**Run 1: cells coloured by class**

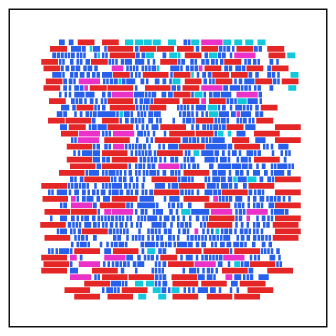
**Run 1: signal wires by layer**

Two of the layers only.
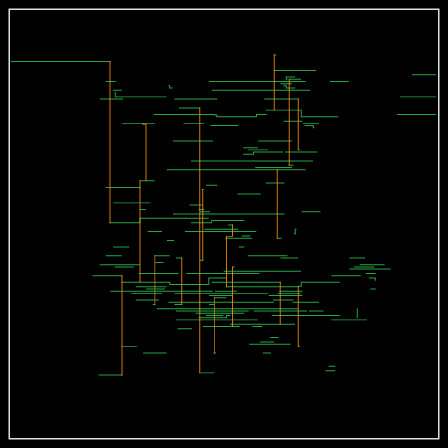
**Run 1: track usage over the die**

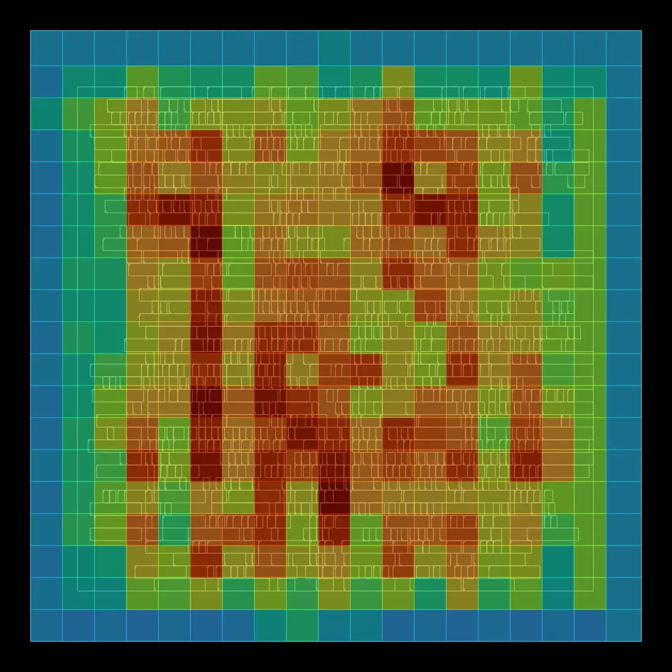
==> config.mk <==
export PLATFORM = sky130hd
export DESIGN_NAME = rbm_spike_vote_flat
export DESIGN_NICKNAME = d
export VERILOG_FILES = /design/src/rtl/rbm_spike_vote_pkg.sv /design/src/rtl/rbm_spike_vote_if.sv /design/src/rtl/rbm_vote_argmax_scan.sv /design/src/rtl/rbm_spike_vote.sv /design/src/flat_wrapper.sv
export SDC_FILE = /design/constraint.sdc
export NUM_CORES = 1
export LEC_CHECK = 0
export ABC_AREA = 1
export CAP_MARGIN = 15
export CORE_MARGIN = 10
export CORE_UTILIZATION = 62
export DETAILED_ROUTE_END_ITERATION = 8
export GPL_TIMING_DRIVEN = 0
export PLACE_DENSITY = 0.87
export SETUP_SLACK_MARGIN = 0.05
export SYNTH_ARGS = -nofsm -noshare
export SYNTH_HDL_FRONTEND = slang
export SYNTH_SLANG_ARGS = --single-unit
==> constraint.sdc <==
create_clock -name clock -period 3.58 [get_ports clock]
set_clock_uncertainty 0.1 [all_clocks]
set_input_delay 0.716 -clock clock [delete_from_list [all_inputs] [get_ports clock]]
set_output_delay 0.716 -clock clock [all_outputs]
set_load 0.005 [all_outputs]
==> deck_impl_summary.md, run 1 <==
Key Metrics from the Run

GRT
  • GR met1 Demand/Resource: 0.2533
  • Global route hottest layer: met2
  • Grt ovf: 0

Clock network
  • H-tree Lvls: 4
  • Worst-path clk slew: 60 ps
  • Number of hold-repair buffers added at the cts stage: 0

Synthesis
  • Post-Syn Instances: roughly 980
  • Asr flop ratio synth: 0
  • YS chip area: 7752 um2
  • Synth top cell by count: nand2_1
  • Total of warnings raised by yosys: 0
  • Ys flops: 131
  • Ys cells: 977
  • Yosys top cell by area: edfxtp_1
  • Syn nets: a little over 1000
  • Seq/Total Area, Yosys: 0.4454
  • Average size of a mapped cell: 7.935 um2

STA
  • Final Max Tran Viols: 0
  • Slew HR: 0.5885
  • Hold Vio Cnt, Final: 0

Status
  • Status: complete, no violations

Place
  • RePlAce Congestion: just under 1
  • Placed Cells: 1170
  • Placed instance area: 8213 um2

Finish
  • Final nets: approximately 1100
  • Filler cell count: 904
  • ANT cells: 0

Job
  • Log Warnings: 29

Floorplanning
  • Horiz. Die Dim: 131.8 um
  • I/O Pins: 26
  • Die Ht: between 100 and 150 um

Setup path
  • Worst setup EP type: register
  • R2R cell count: 23
  • Register-to-register setup slack: 210 ps

Routing
  • Drt first-iter violations: 761
  • Vias per inst: 5.638

Pwr
  • Static Leakage: 3.514 nW
  • Final Power: 3.550 mW
Back to the opening pictures, 'cells coloured by class':
| colour | class | cells |
|---|---|---|
| red | sequential cells | 131 |
| blue | combinational and other logic | 832 |
| cyan | remaining buffers and delay cells | 43 |
| magenta | clock drivers and dummy loads | 32 |
post-route cell area: 8879 um2
final core utilization: 0.7331

Back to the opening pictures, 'signal wires by layer':
| colour | layer | wire length |
|---|---|---|
| green | metal 3 | 1350 um |
| orange | metal 4 | 431 um |
routed wire length: 18390 um
Total GRT Usage: 0.2094
Vias: 6799
routed length per instance: 15.25 um

Back to the opening pictures, 'track usage over the die':
grt met2 use: 0.3482
GR Util met3: 0.05488

run 1: layer usage:
metal	share of wire	routed length [um]
met2	0.49	9072
met4	0.023	430
met3	0.073	1347
met5	0	0
met1	0.41	7541
run 1: placed cells by master, fill, tap and decap left out, types with 4 or more instances in the layout:
master	count
a21oi_1	62
buf_6	5
clkbuf_1	5
clkbuf_16	19
clkdlybuf4s50_1	25
clkinv_2	7
dfxtp_1	46
edfxtp_1	83
ha_1	20
inv_1	141
inv_2	9
inv_4	5
nand2_1	191
nand2_2	9
nand3_1	90
nand4_1	13
nand4_2	6
nor2_1	116
nor2_2	4
nor2_4	7
nor3_1	25
nor3b_1	11
nor3b_2	5
o21ai_0	40
o21ai_1	5
or2_2	5
xnor2_1	7
xor2_1	25
run 1: where the power goes:
part           internal, mW  leakage, nW  switching, mW
Sequential             1.65         1.31         0.0454
Combinational        0.0609         1.91          0.126
Clock                  1.00        0.294          0.670
Total                  2.71         3.51          0.841
run 1: worst max-delay path, delay by kind of cell (launching register included):
kind | cells | cell delay (ps)
AOI/OAI and AO/OA | 6 | 930
and+or+nand+nor | 9 | 880
buffers and inverters | 6 | 510
adders and majority gates | 2 | 420
DFF | 1 | 400
run 1: cell families (layout without fill, tap and decap cells):
logic type	count (synthesis)	after routing	share of synthesized area
flops	131	131	0.4454
buf+inv	169	230	0.08473
simple gates	504	504	0.3170
fa+ha+maj	23	23	0.03712
xor+xnor	32	32	0.03615
compound gates	118	118	0.07957
run 1: final cells by class:
class                           count  area [um2]  area share
Clock inverter                     11       70.07    0.007892
Inverter                          155       589.3     0.06638
Sequential cell                   131        3456      0.3892
Multi-Input combinational cell    677        3679      0.4143
Tap cell                          168       210.2     0.02368
Clock buffer                       21       503.0     0.05665
Timing Repair Buffer               29       277.8     0.03129
Buffer                             14       93.84     0.01057
run 1: what timing repair did:
item,4_1_cts,5_1_grt
setup endpoints to repair,12,12
pin swaps,1,3
setup buffers,1,1
resized,7,25
==> run 2, diff against run 1 <==
- CORE_UTILIZATION: 62 -> 65
- PLACE_DENSITY: 0.87 -> 0.9
- RECOVER_POWER: not set -> 50
- REMOVE_ABC_BUFFERS: not set -> 1
- clock period: 3.58 -> 4.25 ns (I/O delays scaled with it)
==> run 2 against run 1 <==
Power down 13%. Flip-flop count unchanged. Synthesized cell count unchanged. Cell count down 3.4%. Global-route usage up 0.79 points. Critical path type unchanged. Largest cell class unchanged.
==> deck_impl_summary.md, run 2 <==
Key Metrics from the Run

Synthesis
  • Total of warnings raised by yosys: 0 (unchanged)
  • Post-Syn Instances: 977 (unchanged)
  • Ys flops: 131 (unchanged)
  • Yosys top cell by area: edfxtp_1
  • Synth top cell by count: nand2_1
  • YS chip area: 7752 um2 (unchanged)
  • Asr flop ratio synth: 0 (unchanged)
  • Seq/Total Area, Yosys: 0.4454 (unchanged)

Routing
  • Routed wire length: 17760 um (-3.4%)
  • Vias per inst: 5.753 (+2.0%)
  • TritonRoute pass-1 iters: 5
  • Vias: 6702 (-1.4%)
  • Drt first-iter violations: 717 (-5.8%)

Setup path
  • Register-to-register setup slack: 520 ps (+310 ps)
  • R2R cell count: 22 (-4.3%)

Clock network
  • Post-CTS Setup Bufs: 0 (-1)
  • Worst-path clk slew: 70 ps (about the same)
  • Number of hold-repair buffers added at the cts stage: 0 (unchanged)
  • Post-CTS resize count: 0 (-7)

Place
  • Placed Cells: 1131 (-3.3%)
  • RePlAce Congestion: 0.9013 (-8.2%)
  • Placed instance area: 8114 um2 (-1.2%)

Floorplanning
  • Horiz. Die Dim: 129.2 um (-2.0%)
  • Die Ht: 129.2 um (-2.0%)
  • I/O Pins: 26 (unchanged)

Finish
  • ANT cells: 0 (unchanged)
  • Most frequent logic cells in the routed design: 197 x nand2_1, 144 x inv_1, 116 x nor2_1, 91 x nand3_1, 83 x edfxtp_1
  • Final nets: 1043 (-1.5%)
  • Dominant logic cell type in the layout: nand2_1

GRT
  • Grt ovf: 0 (unchanged)

STA
  • Final Max Tran Viols: 0 (unchanged)
  • Hold Vio Cnt, Final: 0 (unchanged)

Job
  • Log Warnings: 28 (-3.4%)

Pwr
  • Static Leakage: 3.451 nW (-1.8%)

Status
  • Status: complete, no violations
run 2: cells by family (layout without fill, tap and decap cells):
group | after synthesis | after routing | share of synthesized area
AND/OR/NAND/NOR | 504 | 504 | 0.3170
buffers and inverters | 169 | 214 | 0.08473
flip-flops | 131 | 131 | 0.4454
AND-OR/OR-AND | 118 | 118 | 0.07957
XOR/XNOR | 32 | 32 | 0.03615
adder cells (fa/ha/maj) | 23 | 23 | 0.03712
run 2: area by class of cell:
| type | count | area [um2] |
|---|---|---|
| Fill cell | 815 | 2923 |
| Clock buffer | 24 | 535.5 |
| Clock inverter | 8 | 85.08 |
| Inverter | 155 | 584.3 |
| Timing Repair Buffer | 27 | 260.3 |
| Multi-Input combinational cell | 677 | 3545 |
| Sequential cell | 131 | 3453 |
| Tap cell | 143 | 178.9 |
run 2: metrics by stage:
step	setup TNS, ps	total power, mW	utilization
2_1_floorplan	0	1.541	-
3_3_place_gp	-2042	1.590	0.7012
3_5_place_dp	0	1.597	0.7016
4_1_cts	0	3.102	0.7553
5_1_grt	0	3.182	0.7473
6_report	0	3.099	0.7473
run 2: metal layers:
metal  GRT usage  part of all wire
met1      0.2684              0.42
met3     0.05179             0.067
met5           0                 0
met2      0.3533              0.48
met4      0.1023             0.029
run 2: power by group:
group / total [mW] / internal, mW / switching [mW]
Clock: 1.52 / 0.946 / 0.578
Sequential: 1.42 / 1.39 / 0.0383
Combinational: 0.150 / 0.0483 / 0.101
Total: 3.10 / 2.38 / 0.718
run 2: critical path, cell delays in order (launching register included):
cell	delay, ps
dfxtp_1	340
inv_1	150
ha_1	280
inv_2	130
nor2_2	300
nand2_1	90
nand3_1	110
nand2_1	80
nand2_1	90
nand2_1	70
nand2_1	80
nand3_1	70
nand3_1	120
nand2_1	110
inv_1	80
ha_1	230
nand4_1	120
nor2_1	50
a31oi_1	140
nand2_1	100
inv_1	460
o21ai_0	180
a21oi_1	160
**Run 2: track usage over the die**

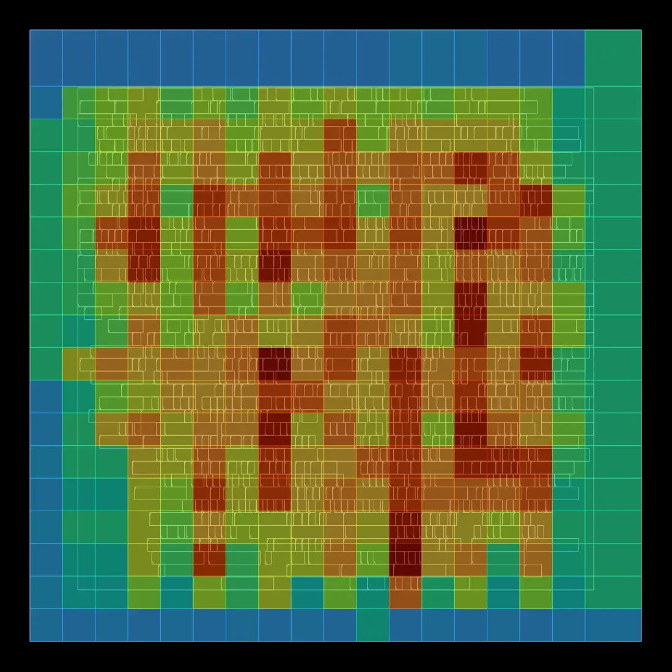
Total GRT Usage: 0.2174
routed length per instance: 15.24 um
GR Util met3: 0.05179

**Run 2: cells coloured by class**

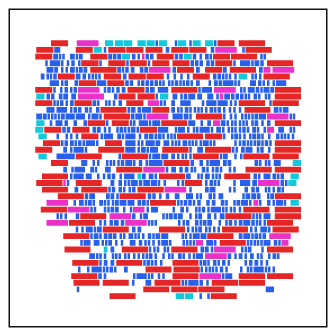
| colour | class | cells |
|---|---|---|
| red | sequential cells | 131 |
| magenta | clock drivers and dummy loads | 32 |
| blue | combinational and other logic | 832 |
| cyan | remaining buffers and delay cells | 27 |
Seq/total area: 0.3996
core area: 11560 um2
std cell rows: 39
post-route cell area: 8642 um2

Power figures rest on the tool's default switching activity, not on a simulated workload.
